<file path="src/rtl/clk_div_ctrl.sv">
`default_nettype none
// ============================================================================
//  Module   : clk_div_ctrl
//  Purpose  : Run-time controller for the programmable divided clock.
//             Divides clk by 2*cur_half with start/stop sequencing and a
//             valid/ready ratio-change port. Ratio changes and stops take
//             effect only at the end of a full period, so every high and
//             low phase lasts exactly cur_half cycles (no runt pulses).
//  Revision : 1.0 - initial release
// ============================================================================
module clk_div_ctrl #(
  parameter int             W            = 16,
  parameter logic [W-1:0]   DEFAULT_HALF = 16'd54
) (
  input  logic         clk,
  input  logic         reset,
  input  logic         en,
  input  logic         cfg_valid,
  input  logic [W-1:0] cfg_half,
  output logic         cfg_ready,
  output logic         cfg_err,
  output logic         clk_out,
  output logic         tick,
  output logic         running,
  output logic [W-1:0] cur_half
);

  localparam logic [W-1:0] c_ONE = W'(1);

  typedef enum logic [1:0] {
    ST_IDLE  = 2'd0,
    ST_RUN   = 2'd1,
    ST_DRAIN = 2'd2
  } state_t;

  state_t       r_state;
  state_t       w_state_nxt;
  logic [W-1:0] r_count;
  logic         r_clk_out;
  logic         r_tick;
  logic         r_cfg_err;
  logic [W-1:0] r_cur_half;
  logic [W-1:0] r_pend;
  logic         r_pend_vld;

  logic w_active;
  logic w_wrap;
  logic w_bnd;
  logic w_xfer;
  logic w_zero;

  // Phase end, period end (falling toggle) and config transfer decode
  assign w_active = (r_state != ST_IDLE);
  assign w_wrap   = (r_count == (r_cur_half - c_ONE));
  assign w_bnd    = w_active && w_wrap && r_clk_out;
  assign w_xfer   = cfg_valid && !r_pend_vld;
  assign w_zero   = (cfg_half == '0);

  // State register
  always_ff @(posedge clk or negedge reset) begin
    if (!reset) r_state <= ST_IDLE;
    else        r_state <= w_state_nxt;
  end

  // Next-state logic: stops only complete at a period boundary
  always_comb begin
    w_state_nxt = r_state;
    case (r_state)
      ST_IDLE:  if (en) w_state_nxt = ST_RUN;
      ST_RUN:   if (!en) w_state_nxt = ST_DRAIN;
      ST_DRAIN: begin
        if (en)         w_state_nxt = ST_RUN;
        else if (w_bnd) w_state_nxt = ST_IDLE;
      end
      default:  w_state_nxt = ST_IDLE;
    endcase
  end

  // Half-period counter, divided clock and rising-edge tick
  always_ff @(posedge clk or negedge reset) begin
    if (!reset) begin
      r_count   <= '0;
      r_clk_out <= 1'b0;
      r_tick    <= 1'b0;
    end else if (!w_active) begin
      r_count   <= '0;
      r_clk_out <= 1'b0;
      r_tick    <= 1'b0;
    end else if (w_wrap) begin
      r_count   <= '0;
      r_clk_out <= ~r_clk_out;
      r_tick    <= ~r_clk_out;
    end else begin
      r_count   <= r_count + c_ONE;
      r_tick    <= 1'b0;
    end
  end

  // Ratio handshake: immediate when idle, deferred to the boundary when running
  always_ff @(posedge clk or negedge reset) begin
    if (!reset) begin
      r_cfg_err  <= 1'b0;
      r_cur_half <= DEFAULT_HALF;
      r_pend     <= '0;
      r_pend_vld <= 1'b0;
    end else begin
      r_cfg_err <= w_xfer && w_zero;
      if (!w_active) begin
        // An update captured in the final DRAIN cycle lands here
        if (r_pend_vld) begin
          r_cur_half <= r_pend;
          r_pend_vld <= 1'b0;
        end else if (w_xfer && !w_zero) begin
          r_cur_half <= cfg_half;
        end
      end else if (w_bnd && r_pend_vld) begin
        r_cur_half <= r_pend;
        r_pend_vld <= 1'b0;
      end else if (w_xfer && !w_zero) begin
        r_pend     <= cfg_half;
        r_pend_vld <= 1'b1;
      end
    end
  end

  assign cfg_ready = !r_pend_vld;
  assign running   = w_active;
  assign cfg_err   = r_cfg_err;
  assign clk_out   = r_clk_out;
  assign tick      = r_tick;
  assign cur_half  = r_cur_half;

endmodule
`default_nettype wire

</file>
<file path="config.mk">
export PLATFORM = sky130hd
export DESIGN_NAME = clk_div_ctrl
export DESIGN_NICKNAME = d
export VERILOG_FILES = /design/src/rtl/clk_div_ctrl.sv
export SDC_FILE = /design/constraint.sdc
export NUM_CORES = 1
export LEC_CHECK = 0
export ABC_AREA = 1
export ABC_CLOCK_PERIOD_IN_PS = 4200
export CAP_MARGIN = 20
export CORE_ASPECT_RATIO = 1.5
export CORE_MARGIN = 2
export CORE_UTILIZATION = 53
export CTS_CLUSTER_DIAMETER = 120
export DETAILED_ROUTE_END_ITERATION = 6
export GPL_TIMING_DRIVEN = 0
export PLACE_DENSITY = 0.89
export REMOVE_ABC_BUFFERS = 1
export SKIP_LAST_GASP = 1
export SLEW_MARGIN = 20
export SYNTH_ARGS = -nofsm -noshare
export SYNTH_HDL_FRONTEND = slang
export SYNTH_SLANG_ARGS = --single-unit
export TNS_END_PERCENT = 100
</file>
<file path="constraint.sdc">
create_clock -name clk -period 4.2 [get_ports clk]
set_clock_uncertainty 0.15 [all_clocks]
set_input_delay 0.42 -clock clk [delete_from_list [all_inputs] [get_ports clk]]
set_output_delay 0.42 -clock clk [all_outputs]
set_load 0.02 [all_outputs]
</file>
Run 1, met4 routing:
Bar = 20 um.
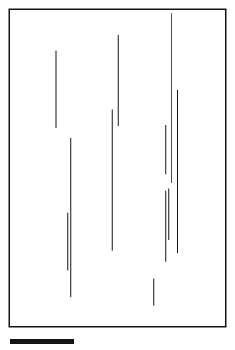
The layer carries 325 um of wire. 11 nets have wire on it.
vias post-DR: 2,931
routed wire length: 6.92 mm

Run 1, placed standard cells:
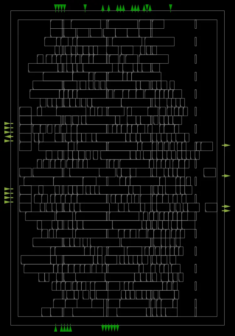
Fillers: 481
Core Region: 0.00574 mm2
Seq/total area: 37.1%
non-filler cells, final: 550
# Taps: 72

Run 1, routed metal, one color a layer:
Bar = 20 um.
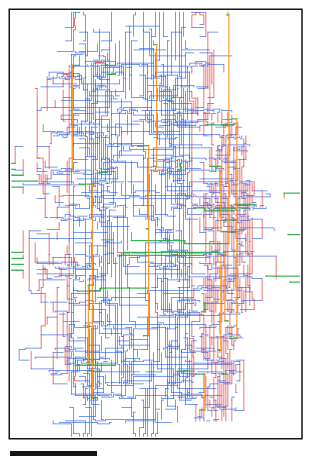
Green stands for metal 3, wire length 214 um. Red stands for metal 2, wire length 3,710 um. Blue stands for metal 1, wire length 2,680 um. Orange stands for metal 4, wire length 325 um.
GR Util All Layers: 23.0%
WL per Instance: 12.6 um

Run 1, placement by cell class:
Bar = 20 um. Fill, decap, tap and diode cells in gray.
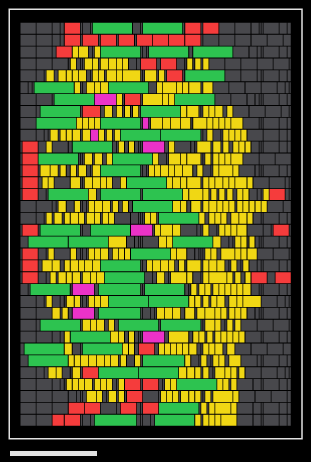
Yellow stands for combinational and other logic, cells 375, share of their area 48%. Red stands for other buffers and delay cells, cells 41, share of their area 11%. Green stands for flops, cells 54, share of their area 38%. Magenta stands for clock drivers and dummy loads, cells 8, share of their area 2.6%.
final instance area: 0.00366 mm2
final core area utilization: 63.7%
Core Rows: 34

## run 1: path summary, 6_finish.rpt
kind / end / slack [ns] / cells past startpoint
max in group asynchronous: cur_half[10] / 3.47 / 1
setup / recovery: cur_half[6] / 1.47 / 17
hold / removal: r_count[1] / -0.01 / 1
min in group clk: cur_half[1] / 0.33 / 2
hold reg to reg: cur_half[1] / 0.33 / 2
setup reg to reg: cur_half[6] / 1.47 / 17
## run 1: synth_stat cells, types with 2 or more instances
library cell    n
nand2_1       147
nor2_1         37
clkbuf_1        6
dfstp_2         4
nand3_1        30
a31oi_1         2
ha_1            2
xor2_1          3
nor4_1          4
nor2_4          2
nand2_4         2
o21ai_0        40
nor3b_1         2
nor2_2          4
nor3_1          4
xnor2_1         6
inv_2           4
nand3_2         2
nand4_1         6
a21oi_1         7
nand3b_1        4
dfrtp_1        50
inv_1          57
## run 1: metal layers
| metal | up-vias | wire length (um) |
|---|---|---|
| met5 | - | 0 |
| met4 | 0 | 325 |
| met3 | 24 | 214 |
| met2 | 75 | 3710 |
| met1 | 1372 | 2680 |
| li1 | 1460 | - |
## run 1: cell type report
type                    instances  area, um2
well taps                      72       90.1
multi-input cells             313       1480
fillers                       481       2080
clock buffers                   7       86.3
clock inverters                 1       5.00
inverters                      62        233
flip-flops and latches         54       1360
repair buffers                 41        409
## run 1: report_power, final
group	switching, mW	total (mW)	internal [mW]
Sequential	0.145	0.791	0.646
Clock	0.160	0.294	0.133
Combinational	0.546	0.907	0.361
## run 1: sequential cells by signal, summed over array words and instances (netlist names)
signal	count
r_pend	16
clk_out	1
tick	1
r_count	16
cfg_err	1
r_state	2
cur_half	16
r_pend_vld	1
==> results.ini, run 1 <==
[yosys]
synth-async-reset-ratio_pct = 100
synth.area.mux_share_pct = 0
synth_top_cell_by_area = dfrtp_1
ys_seq_share_pct = 43.4
synth.cellmix.compoundShare_pct = 9.05
ys_types = 38
synthTopCellsByArea = dfrtp_1 (40%), nand2_1 (18%), inv_1 (6.8%)
syn_area_mm2 = 0.00312
synthFlopType = dfrtp_1
postSynthAreaPerCell_um2 = 7.10
yosys.area.top_type_share_pct = 40.0
yosysChipArea_mm2 = 0.00312
adder_share_pct = 0.801
synth-edff-count = 0
syn_inst = 440
yosys_register_bits = 54
synthTopLogicFamily = simple AND/OR/NAND/NOR gates
yosys_warnings = 0
yosysCellCount = 440

[routing]
viasPerCell = 5.33
drtAntennaViolNets = 0

[final_timing]
worst_slew_pin_slew_ns = 0.828
setup_viol = 0
hold_viol_final = 10
fmax_mhz = 367
timing.hold.ws_ns = -0.0132
slew_viol_final = 0
period_needed_ns = 2.73
worst_slack_ns = 1.47
relSlewSlack_pct = 44.6

[setup_path]
crit_family = simple AND/OR/NAND/NOR gates
crit_chain = inv_1 -> ha_1 -> inv_1 -> nand2_1 -> nand2_1 -> nor2_1 -> nand3_1 -> nor2_1 -> nand2_1 -> nor2_1 -> nand2_1 -> nor2_2 -> nand4_2 -> nand2_4 -> nand2_4 -> nand2_1 -> nand2_1
r2r-start = cur_half[1]
worstPathArrival_ns = 2.77
crit_top_cell = nand2_1
critPathMaxFanout = 18
crit_path_start_kind = register
critical_path_class = register to register
cpMaxStageDelayCell = dfstp_2
crit_buf_inv = 2
end_kind = register

[global_routing]
grt_use_met3_pct = 2.65
grt_max_degree = 55
grt_pass1_wl_mm = 11.8
grt-busiest-layer = met2
grt-ovfl-total = 0
grt_antenna_before_repair = 0

[placed_design]
placement.cell_area_mm2 = 0.00356
dp_cells = 541
dp_hpwl_mm = 5.35
place_congestion = 0.843
portBuffers = 40

[clocking]
post_cts_resized = 0
path_clk_slew_ns = 0.09
cts_buffer_depth = 2
htree_levels = 2
cts-root-buf = clkbuf_8
cts_tree = yes
cts_hold_buf = 0
cts_setup_buffers = 0

[finish]
antenna_cells = 0
layout_top_cells = nand2_1 (147), inv_1 (57), dfrtp_1 (50), o21ai_0 (40), clkdlybuf4s50_1 (39)
syn_to_final_growth_pct = 17.1
fin_nets = 499

[run]
tool_warnings = 25
maxCapViolations = 0

[floorplan]
initCoreUtil_pct = 54.4
dieArea_mm2 = 0.00654

[outcome]
status = finished, violations left
violations = hold timing

[pwr]
p_leak_nw = 1.83
finalPower_mw = 1.99

Run 1, gate families picked out:
Bar = 20 um.
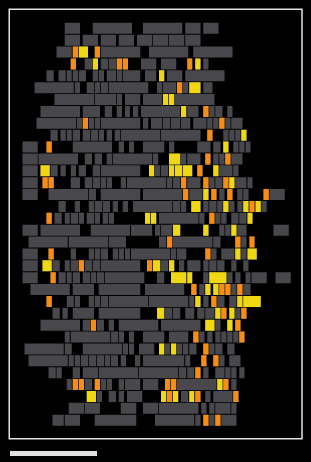

==> run 1 -> run 2 <==
- ABC_CLOCK_PERIOD_IN_PS: 4200 -> 2800
- clock period: 4.2 -> 2.8 ns (I/O delays scaled with it)
Run 2, gate families picked out:
Bar = 20 um.
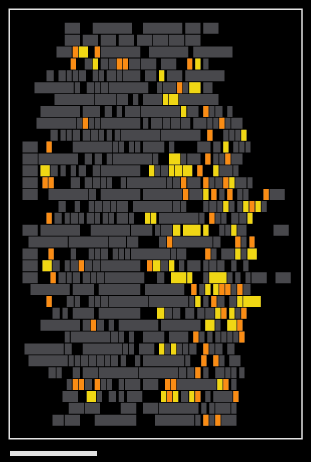
Yellow stands for NOR gates, cells 54, most used nor2_1. Orange stands for inverters, cells 62, most used inv_1, where all over the die.
Comb area share: 40.1%
non-filler cells, final: 556
most frequent logic cell in the layout: nand2_1

==> results.ini, run 2 <==
[outcome]
status = complete, no violations  ; was finished, violations left

[clocking]
cts_hold_buf = 1  ; was 0
cts_tree = yes  ; unchanged
path_clk_slew_ns = 0.09  ; about the same
post_cts_resized = 0  ; unchanged
cts_buffer_depth = 2  ; unchanged
cts_setup_buffers = 0  ; unchanged

[run]
tool_warnings = 26  ; was 25
maxCapViolations = 0  ; unchanged

[placed_design]
portBuffers = 40  ; unchanged
dp_cells = 541  ; unchanged
placement.cell_area_mm2 = 0.00356  ; unchanged
dp_hpwl_mm = 5.35  ; unchanged
place_congestion = 0.843  ; unchanged

[global_routing]
grt-ovfl-total = 0  ; unchanged
grt_antenna_before_repair = 0  ; unchanged
grt-busiest-layer = met2  ; unchanged

[routing]
wl_per_cell_um = 12.6  ; about the same
routed-wl-met3_um = 247  ; was 214 um
met1_length_mm = 2.62  ; was 2.68 mm
viasPerCell = 5.40  ; was 5.33
vias = 3000  ; was 2,931

[yosys]
yosysCellCount = 440  ; unchanged
synth.cells.most_frequent = nand2_1 (147), inv_1 (57), dfrtp_1 (50)  ; unchanged
synthTopCellsByArea = dfrtp_1 (40%), nand2_1 (18%), inv_1 (6.8%)  ; unchanged
ys_seq_share_pct = 43.4  ; unchanged

[final_timing]
fmax_mhz = 380  ; was 367 MHz
slew_viol_final = 0  ; unchanged
relSlewSlack_pct = 44.3  ; was 44.6%
setup_viol = 0  ; unchanged
worst_slew_pin_slew_ns = 0.833  ; was 0.828 ns
hold_viol_final = 0  ; was 10
worst_slack_ns = 0.172  ; was 1.47 ns
timing.hold.ws_ns = 0.334  ; was -0.0132 ns

[setup_path]
end_kind = register  ; unchanged
crit_path_start_kind = register  ; unchanged
r2r-start = cur_half[1]  ; unchanged
critical_path_class = register to register  ; unchanged
worstPathArrival_ns = 2.72  ; was 2.77 ns

[finish]
syn_to_final_growth_pct = 19.0  ; was 17.1%
design_area_mm2 = 0.00372  ; was 0.00366 mm2
layout_top_cells = nand2_1 (147), inv_1 (57), dfrtp_1 (50), o21ai_0 (40), clkdlybuf4s50_1 (39)  ; unchanged
antenna_cells = 0  ; unchanged
regArea_mm2 = 0.00136  ; unchanged

[floorplan]
dieArea_mm2 = 0.00654  ; unchanged
initCoreUtil_pct = 54.4  ; unchanged
rows = 34  ; unchanged
core_mm2 = 0.00574  ; unchanged

[pwr]
p_leak_nw = 1.86  ; was 1.83 nW

==> run 2: area by class of cell <==
class / instances / share of cell area, %
Multi-Input combinational cell: 313 / 40.1
Sequential cell: 54 / 36.5
Inverter: 62 / 6.26
Clock buffer: 7 / 2.32
Clock inverter: 1 / 0.135
Timing Repair Buffer: 47 / 12.3
Tap cell: 72 / 2.42
==> run 2: cell families after synthesis <==
logic type	Yosys count	synth area share, %
fa+ha+maj	2	0.801
xor+xnor	9	2.52
compound gates	54	9.05
buf+inv	73	9.21
flops	54	43.4
simple gates	248	35.0
==> run 2: worst max-delay path, stage by stage (launching register included) <==
cell and delay, ns:
dfstp_2 0.55, inv_1 0.08, ha_1 0.30, inv_1 0.04
nand2_1 0.04, nand2_1 0.05, nor2_1 0.10, nand3_1 0.10
nor2_2 0.13, nand2_1 0.07, nor2_1 0.09, nand2_1 0.09
nor2_4 0.14, nand4_2 0.12, nand2_4 0.15, buf_4 0.17
nand3_1 0.09, nand2_1 0.11
==> run 2: worst paths after layout <==
| path | end | slack [ns] | depth (start not counted) |
|---|---|---|---|
| max | cur_half[6] | 0.17 | 17 |
| min | cur_half[1] | 0.33 | 2 |
| max reg2reg | cur_half[6] | 0.17 | 17 |
| min reg2reg | cur_half[1] | 0.33 | 2 |
| max in group asynchronous | cfg_err | 1.66 | 2 |
| min in group asynchronous | r_count[1] | 0.40 | 2 |
==> run 2: power breakdown <==
group | internal, mW | switching [mW] | leakage (nW)
registers | 0.969 | 0.216 | 0.693
clock network | 0.200 | 0.239 | 0.0482
logic | 0.552 | 0.830 | 1.12
total | 1.72 | 1.29 | 1.86
==> run 2: through the flow <==
step	power (mW)	setup TNS, ns
after floorplan	2.07	0
after global placement	2.48	-11.25
after detailed placement	2.55	0
after CTS	2.99	0
after global routing	3.25	-0.196
final	3.01	0
Run 2, routed metal, one color a layer:
Bar = 20 um.
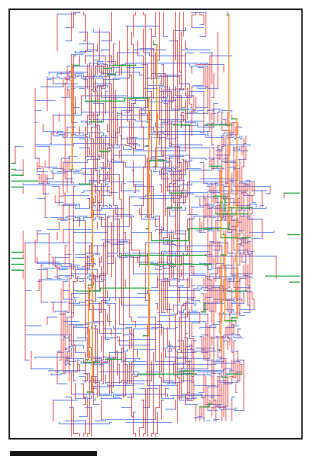

==> run 2 -> run 3 <==
- SETUP_SLACK_MARGIN: not set -> 0.4
Run 3, routed metal, one color a layer:
Bar = 20 um.
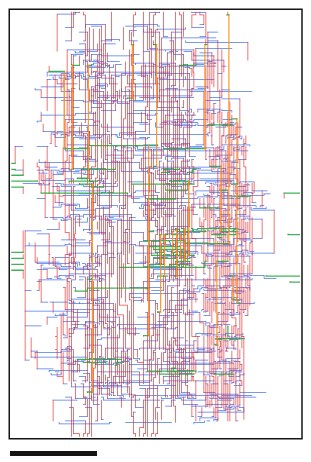
Red stands for metal 2, wire length 4,510 um. Orange stands for metal 4, wire length 429 um. Green stands for metal 3, wire length 380 um. Blue stands for metal 1, wire length 3,040 um.
vias post-DR: 3,189
WL per Instance: 14.7 um
GR Util All Layers: 24.9%
routed wire length: 8.36 mm

==> results.ini, run 3 <==
[setup_path]
r2r-start = r_count[0]  ; was cur_half[1]
crit_chain = ha_1 -> nand4_1 -> nor2_2 -> nand2_1 -> nor3_2 -> nand3_1 -> nor3_2 -> nand2_1 -> xor2_1 -> nor2_1  ; was inv_1 -> ha_1 -> inv_1 -> nand2_1 -> nand2_1 -> nor2_1 -> nand3_1 -> nor2_2 -> nand2_1 -> nor2_1 -> nand2_1 -> nor2_4 -> nand4_2 -> nand2_4 -> buf_4 -> nand3_1 -> nand2_1
ff2ff_path_depth = 10  ; was 17
rrSetupSlack_ns = 0.23  ; was 0.17 ns
cpMaxStageDelayCell = dfrtp_1  ; was dfstp_2
critical_path_class = register to register  ; unchanged
critPathMaxFanout = 5  ; was 8
cp_slowest_stage_delay_ns = 0.44  ; was 0.55 ns
rr_endpoint = r_count[14]  ; was cur_half[6]
worstPathArrival_ns = 2.62  ; was 2.72 ns
end_kind = register  ; unchanged
crit_path_start_kind = register  ; unchanged

[outcome]
status = complete, no violations  ; unchanged

[routing]
drtAntennaViolNets = 0  ; unchanged
met2_length_mm = 4.51  ; was 3.84 mm
viasPerCell = 5.60  ; was 5.40
routed-wl-met3_um = 380  ; was 247 um
met1_length_mm = 3.04  ; was 2.62 mm
highest_layer = met4  ; unchanged

[final_timing]
finalSetupTns_ns = 0  ; unchanged
hold_viol_final = 0  ; unchanged
slew_viol_final = 0  ; unchanged
worst_slack_ns = 0.231  ; was 0.172 ns
period_needed_ns = 2.57  ; was 2.63 ns
fmax_mhz = 389  ; was 380 MHz
worst_slew_pin_slew_ns = 0.851  ; was 0.833 ns

[yosys]
post-synth-top-count-cell = nand2_1  ; unchanged
yosysCellCount = 440  ; unchanged
yosys.area.top_type_share_pct = 40.0  ; unchanged
syn_area_mm2 = 0.00312  ; unchanged
synth.area.mux_share_pct = 0  ; unchanged
adder_share_pct = 0.801  ; unchanged
synth_top_cell_by_area = dfrtp_1  ; unchanged
xor_area_share_pct = 2.52  ; unchanged
synthTopLogicFamily = simple AND/OR/NAND/NOR gates  ; unchanged
synth-edff-count = 0  ; unchanged
yosys_warnings = 0  ; unchanged
synthTopCellsByArea = dfrtp_1 (40%), nand2_1 (18%), inv_1 (6.8%)  ; unchanged
postSynthAreaPerCell_um2 = 7.10  ; unchanged
synth-async-reset-ratio_pct = 100  ; unchanged
syn_inst = 440  ; unchanged
synth.cellmix.compoundShare_pct = 9.05  ; unchanged
ys_seq_share_pct = 43.4  ; unchanged
ys_types = 38  ; unchanged

[finish]
layout_top_cell = nand2_1  ; unchanged
layout_top_cells = nand2_1 (137), inv_1 (55), dfrtp_1 (49), clkdlybuf4s50_1 (39), o21ai_0 (38)  ; was nand2_1 (147), inv_1 (57), dfrtp_1 (50), o21ai_0 (40), clkdlybuf4s50_1 (39)
fin_nets = 518  ; was 505
n_fill_cell = 426  ; was 468
antenna_cells = 0  ; unchanged
syn_to_final_growth_pct = 27.6  ; was 19.0%

[clocking]
cts_setup_buffers = 8  ; was 0
htree_levels = 2  ; unchanged
cts_hold_buf = 1  ; unchanged
path_clk_slew_ns = 0.10  ; was 0.09 ns
cts_tree = yes  ; unchanged
cts_buffer_depth = 2  ; unchanged

[global_routing]
grt_max_degree = 55  ; unchanged
grt_pass1_wl_mm = 12.6  ; was 11.8 mm
grt-ovfl-total = 0  ; unchanged
grt_use_met3_pct = 3.69  ; was 2.65%
grt_antenna_before_repair = 0  ; unchanged

[placed_design]
dp_hpwl_mm = 5.35  ; unchanged
place_congestion = 0.843  ; unchanged
portBuffers = 40  ; unchanged

[floorplan]
core_mm2 = 0.00574  ; unchanged
rows = 34  ; unchanged
dieArea_mm2 = 0.00654  ; unchanged
initCoreUtil_pct = 54.4  ; unchanged

[worst_hold_path]
whs_path_depth = 2  ; unchanged
hold_end = r_pend[12]  ; was cur_half[1]

[pwr]
finalPower_mw = 3.23  ; was 3.01 mW

[run 3: cell counts after synthesis]
Identical to the previous run, type by type.
[run 3: critical path: cells and delay by family, from the launching register on]
| family | cells | cell delay [ns] |
|---|---|---|
| flops | 1 | 0.44 |
| xor+xnor | 1 | 0.25 |
| fa+ha+maj | 1 | 0.26 |
| simple gates | 8 | 1.36 |
[run 3: report_power, final]
| part | leakage [nW] | internal, mW | switching, mW |
|---|---|---|---|
| Combinational | 1.21 | 0.641 | 0.925 |
| Sequential | 0.691 | 0.969 | 0.238 |
| Clock | 0.0482 | 0.200 | 0.254 |
| Total | 1.95 | 1.81 | 1.42 |
[run 3: worst max-delay path by stage]
stage / endpoint / slack, ns / start
finish: r_count[14] / 0.23 / r_count[0]
global route: cur_half[11] / 0.10 / cur_half[1]
global placement: r_state[0] / -0.23 / reset
detailed placement: r_pend[6] / 0.03 / cfg_half[3]
floorplan: cur_half[8] / 0.41 / cur_half[1]
CTS: cur_half[6] / 0.28 / cur_half[1]
[run 3: metrics by stage]
step	utilization, %	cell area (um2)	instances
6_report	69.4	3990	569
5_1_grt	69.4	3990	569
4_1_cts	66.6	3820	559
3_5_place_dp	61.9	3560	541
3_3_place_gp	62.0	3560	541
2_1_floorplan	-	3070	429
[run 3: layout make-up]
| type | count | area, um2 | area share [%] |
|---|---|---|---|
| multi-input combinational | 314 | 1650 | 41.4 |
| tap | 72 | 90.1 | 2.26 |
| inverter | 62 | 238 | 5.97 |
| clock buffer | 7 | 86.3 | 2.17 |
| sequential | 54 | 1360 | 34.1 |
| timing repair buffer | 58 | 554 | 13.9 |
| timing repair inverter | 1 | 6.26 | 0.157 |
| clock inverter | 1 | 5.00 | 0.126 |
Power and IR drop assume default switching activity.
